==> config.mk <==
export PLATFORM = sky130hd
export DESIGN_NAME = lsu_mem_access
export DESIGN_NICKNAME = d
export VERILOG_FILES = /design/src/rtl/lsu_mem_access.sv
export SDC_FILE = /design/constraint.sdc
export NUM_CORES = 1
export LEC_CHECK = 0
export CORE_ASPECT_RATIO = 1.5
export CORE_MARGIN = 2
export CORE_UTILIZATION = 40
export CTS_CLUSTER_DIAMETER = 80
export DETAILED_ROUTE_END_ITERATION = 8
export PLACE_DENSITY = 0.73
export SLEW_MARGIN = 20
export SYNTH_ARGS = -nofsm -noshare
export SYNTH_HDL_FRONTEND = slang
export SYNTH_SLANG_ARGS = --single-unit
==> constraint.sdc <==
create_clock -name clk -period 2.05 [get_ports clk]
set_input_delay 0.615 -clock clk [delete_from_list [all_inputs] [get_ports clk]]
set_output_delay 0.615 -clock clk [all_outputs]
set_load 0.005 [all_outputs]
==> run_1/cell_classes.png <==
(3 px per um) Fill, decap, tap and diode cells in gray.
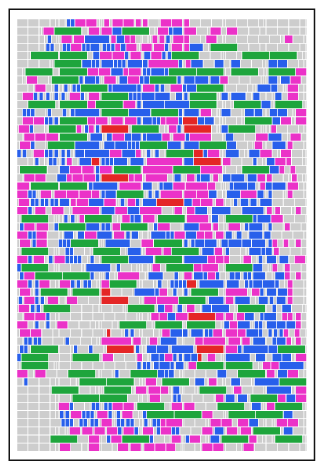
Key: clock drivers and dummy loads = red [cells 16]; all other logic = blue [cells 474]; flip-flops = green [cells 107]; other buffers and delay cells = magenta [cells 327]
sequential cell area share: 28.1%
design area: 9530 um^2
Finished Core Util: 68.4%

==> run_1/final_congestion.png <==
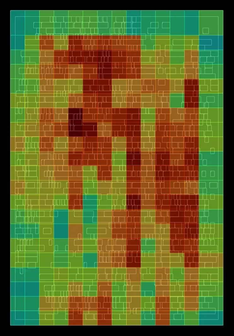
gr busiest metal: met2
GR Layer Usage met2: 49.9%
Tot GR Track Use: 27.5%
grt met1 use: 29.5%
DR WL/cell: 20.6 um

==> run_1/pdn.png <==
(2 px per um) Pins as bars on the die edge.
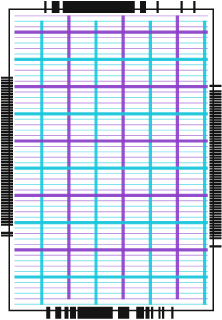
Key: VSS = cyan; VDD = purple
7 straps on met4. 54 met1 rails follow the rows.
Core Region: 13900 um^2
Chip Height: 150 um
VDD IR-drop max: 713 uV

==> out/metrics.yaml, run 1 <==
outcome: "complete, but fails checks"
violations: "negative setup slack"
ys_cells: 656
hold_ws_ns: 0.202
cts_buffer_depth: 2
syn-cell-area_um2: 5670
cts_tree: "yes"
p_sw_w: 0.00603
end_kind: "primary output"
crit_chain: "buf_8 > buf_12 > buf_16 > buf_6 > nor2b_4 > a211oi_2 > a211oi_2 > buf_2"
worstPathRequired_ns: 1.43
synth_cell_types: 37
fin_crit_ns: 2.63
topCellsByArea: "dfrtp_1 47%, nand2_1 15%, a211oi_1 5.2%"
final_common_cell: "nand2_1"
setup_slack_ns: -0.580
tool_warnings: 29
postCtsHoldBufs: 0
slowest_stage: "dfrtp_2"
edf_count: 0
initial_core_util_pct: 40.7
met3_usage_pct: 4.62
critical_path.max_stage_delay_ns: 0.48
pin_count: 209
netlist_top_cells_count: "224 x nand2_1, 107 x dfrtp_1, 51 x nor2_1"
power_density_nw_per_um2: 1560
power_w: 0.0149
most_common_cell: "nand2_1"
setup_viol: 68
drtAntennaViolNets: 0
rows: 53
nNetsFinal: 1025
fin_setup_tns_ns: -27.10
grt_max_degree: 53
top_area_share_pct: 47.2
slew_violations: 0
grt_pass1_wl_um: 32300
p_leak_nw: 4.45
h-tree-depth: 3
async_flop_share_pct: 100
crit_arrival_ns: 2.02
fill_cells: 1029
highest_layer: "met4"
fin_cells: 1089
hold_viol: 0
[run 1: cells by family after synthesis]
kind of cell / synth area share, %
AND/OR/NAND/NOR: 23.4
AND-OR/OR-AND: 13.8
flip-flops: 47.2
buffers and inverters: 8.63
multiplexers: 6.16
adder cells (fa/ha/maj): 0.574
other: 0.132
XOR/XNOR: 0.154
[run 1: cell type report]
| type | count | area [um^2] | share of cell area (%) |
|---|---|---|---|
| inverter | 5 | 18.8 | 0.197 |
| clock inverter | 4 | 33.8 | 0.355 |
| sequential | 107 | 2680 | 28.1 |
| tap | 165 | 206 | 2.17 |
| clock buffer | 12 | 246 | 2.59 |
| multi-input combinational | 469 | 3240 | 34.0 |
| timing repair buffer | 327 | 3110 | 32.6 |
==> run_1/clock_map.png <==
(4 px per um)
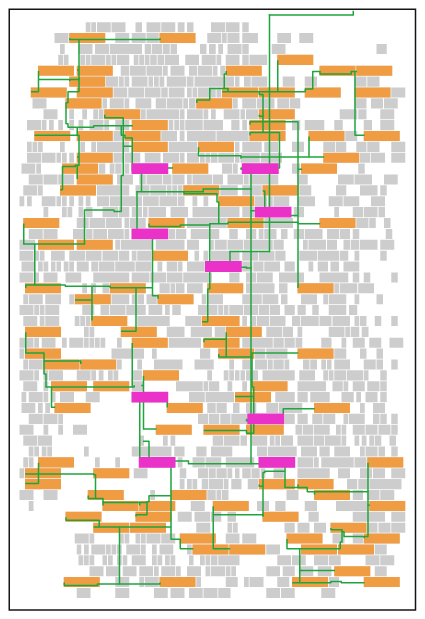

==> run 1 -> run 2 <==
--- a/config.mk
+++ b/config.mk
@@ -6,9 +6,10 @@
 export NUM_CORES = 1
 export LEC_CHECK = 0
 export CORE_ASPECT_RATIO = 1.5
-export CORE_MARGIN = 2
+export CORE_MARGIN = 3
 export CORE_UTILIZATION = 40
 export CTS_CLUSTER_DIAMETER = 80
+export CTS_CLUSTER_SIZE = 14
 export DETAILED_ROUTE_END_ITERATION = 8
 export PLACE_DENSITY = 0.73
 export SLEW_MARGIN = 20
==> run_2/clock_map.png <==
(4 px per um)
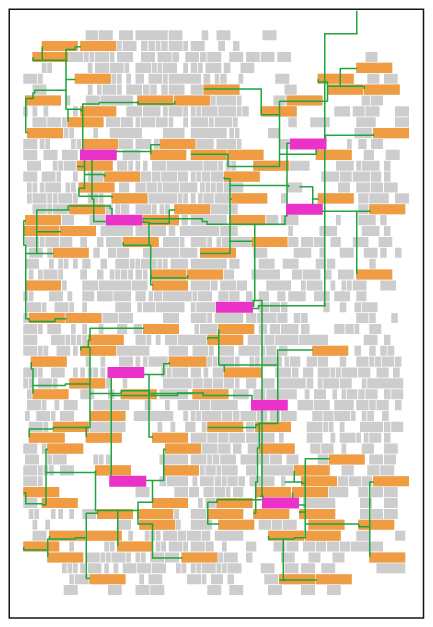
Key: clock wires = green [length 1370 um]; cells driving clock nets = magenta [count 9]; flip-flops = orange [count 107]
There are 10 routed clock nets.
Clk. pwr: 0.00163 W
Clock Skew: 0.00609 ns

==> run 2 against run 1 <==
Net effect:
- the run still ends with negative setup slack left
- setup slack got worse by 0.050 ns
- utilization increased by 0.38 points
- critical path depth decreased by 1
- combinational power decreased by 6.0%
- maximum frequency decreased by 1.9%
- count of clock-buffer cells in the layout decreased by 2
- sequential share of layout area increased by 0.38 points
- cell count decreased by 1.5%
- design area decreased by 1.3%
- register-to-register slack about the same
- critical path type unchanged
==> out/metrics.yaml, run 2 <==
buf_share_pct: 32.7
synth-simple-area-share_pct: 23.4
async_flop_share_pct: 100
power_density_nw_per_um2: 1510
power_w: 0.0142
met3_usage_pct: 4.95
fin_cells: 1073
routedWlPerCell_um: 20.4
setup_viol: 72
initial_core_util_pct: 41.5
mi_logic_area_um2: 3150
tool_warnings: 31
syn-cell-area_um2: 5670
worstPathRequired_ns: 1.43
setup_slack_ns: -0.630
grt_max_degree: 108
use_met1_pct: 27.8
die_y_um: 152
hold_viol: 0
topCellsByArea: "dfrtp_1 47%, nand2_1 15%, a211oi_1 5.2%"
n_tap_cell: 162
outcome: "complete, but fails checks"
highest_layer: "met4"
h-tree-depth: 3
drtAntennaViolNets: 0
ys_sh_xor_pct: 0.154
gr-usage-all-layers_pct: 25.2
crit_arrival_ns: 2.07
violations: "negative setup slack"
cts_buffer_depth: 2
postCtsHoldBufs: 0
synthMuxAreaShare_pct: 6.16
fa_ha_area_share_pct: 0.574
grt_pass1_wl_um: 30600
busiest_layer: "met2"
nClkBuffers: 10
fin_crit_ns: 2.68
compound_area_share_pct: 13.8
ff_count: 107
netlist_top_cells_count: "224 x nand2_1, 107 x dfrtp_1, 51 x nor2_1"
==> run_2/cell_classes.png <==
(3 px per um) Fill, decap, tap and diode cells in gray.
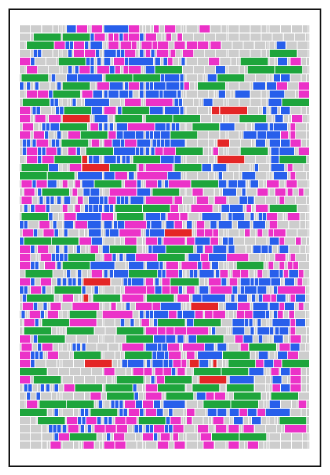
Key: other buffers and delay cells = magenta [cells 315]; all other logic = blue [cells 474]; clock drivers and dummy loads = red [cells 15]; flip-flops = green [cells 107]
design area: 9400 um^2
sequential cell area share: 28.5%
Rows: 52
Core Region: 13700 um^2
Finished Core Util: 68.8%

==> run 2: cell counts after synthesis <==
No cell type changed its count.
==> run 2: metrics by stage <==
step,util (%),hold slack [ns],setup slack (ns),cell area (um^2)
after floorplan,-,0.319,-0.0964,5680
after global placement,59.0,0.455,-0.690,8060
after detailed placement,59.0,0.454,-0.802,8060
after CTS,63.7,0.358,-0.625,8710
after global routing,68.8,0.338,-0.692,9400
final,68.8,0.313,-0.630,9400
==> run 2: critical path, stage by stage, from the launching register on <==
cell     delay, ns
dfrtp_2       0.45
buf_6         0.14
mux2i_2       0.14
or3b_4        0.38
a31o_4        0.26
buf_6         0.14
nor2_4        0.08
buf_2         0.12
==> run 2: repair_timing <==
item,in CTS,in global routing
endpoints found under the setup margin,76,120
gates cloned,3,8
pin swaps,29,34
buffers inserted,15,23
resized,338,166
Power is estimated from default activity; no workload was simulated.
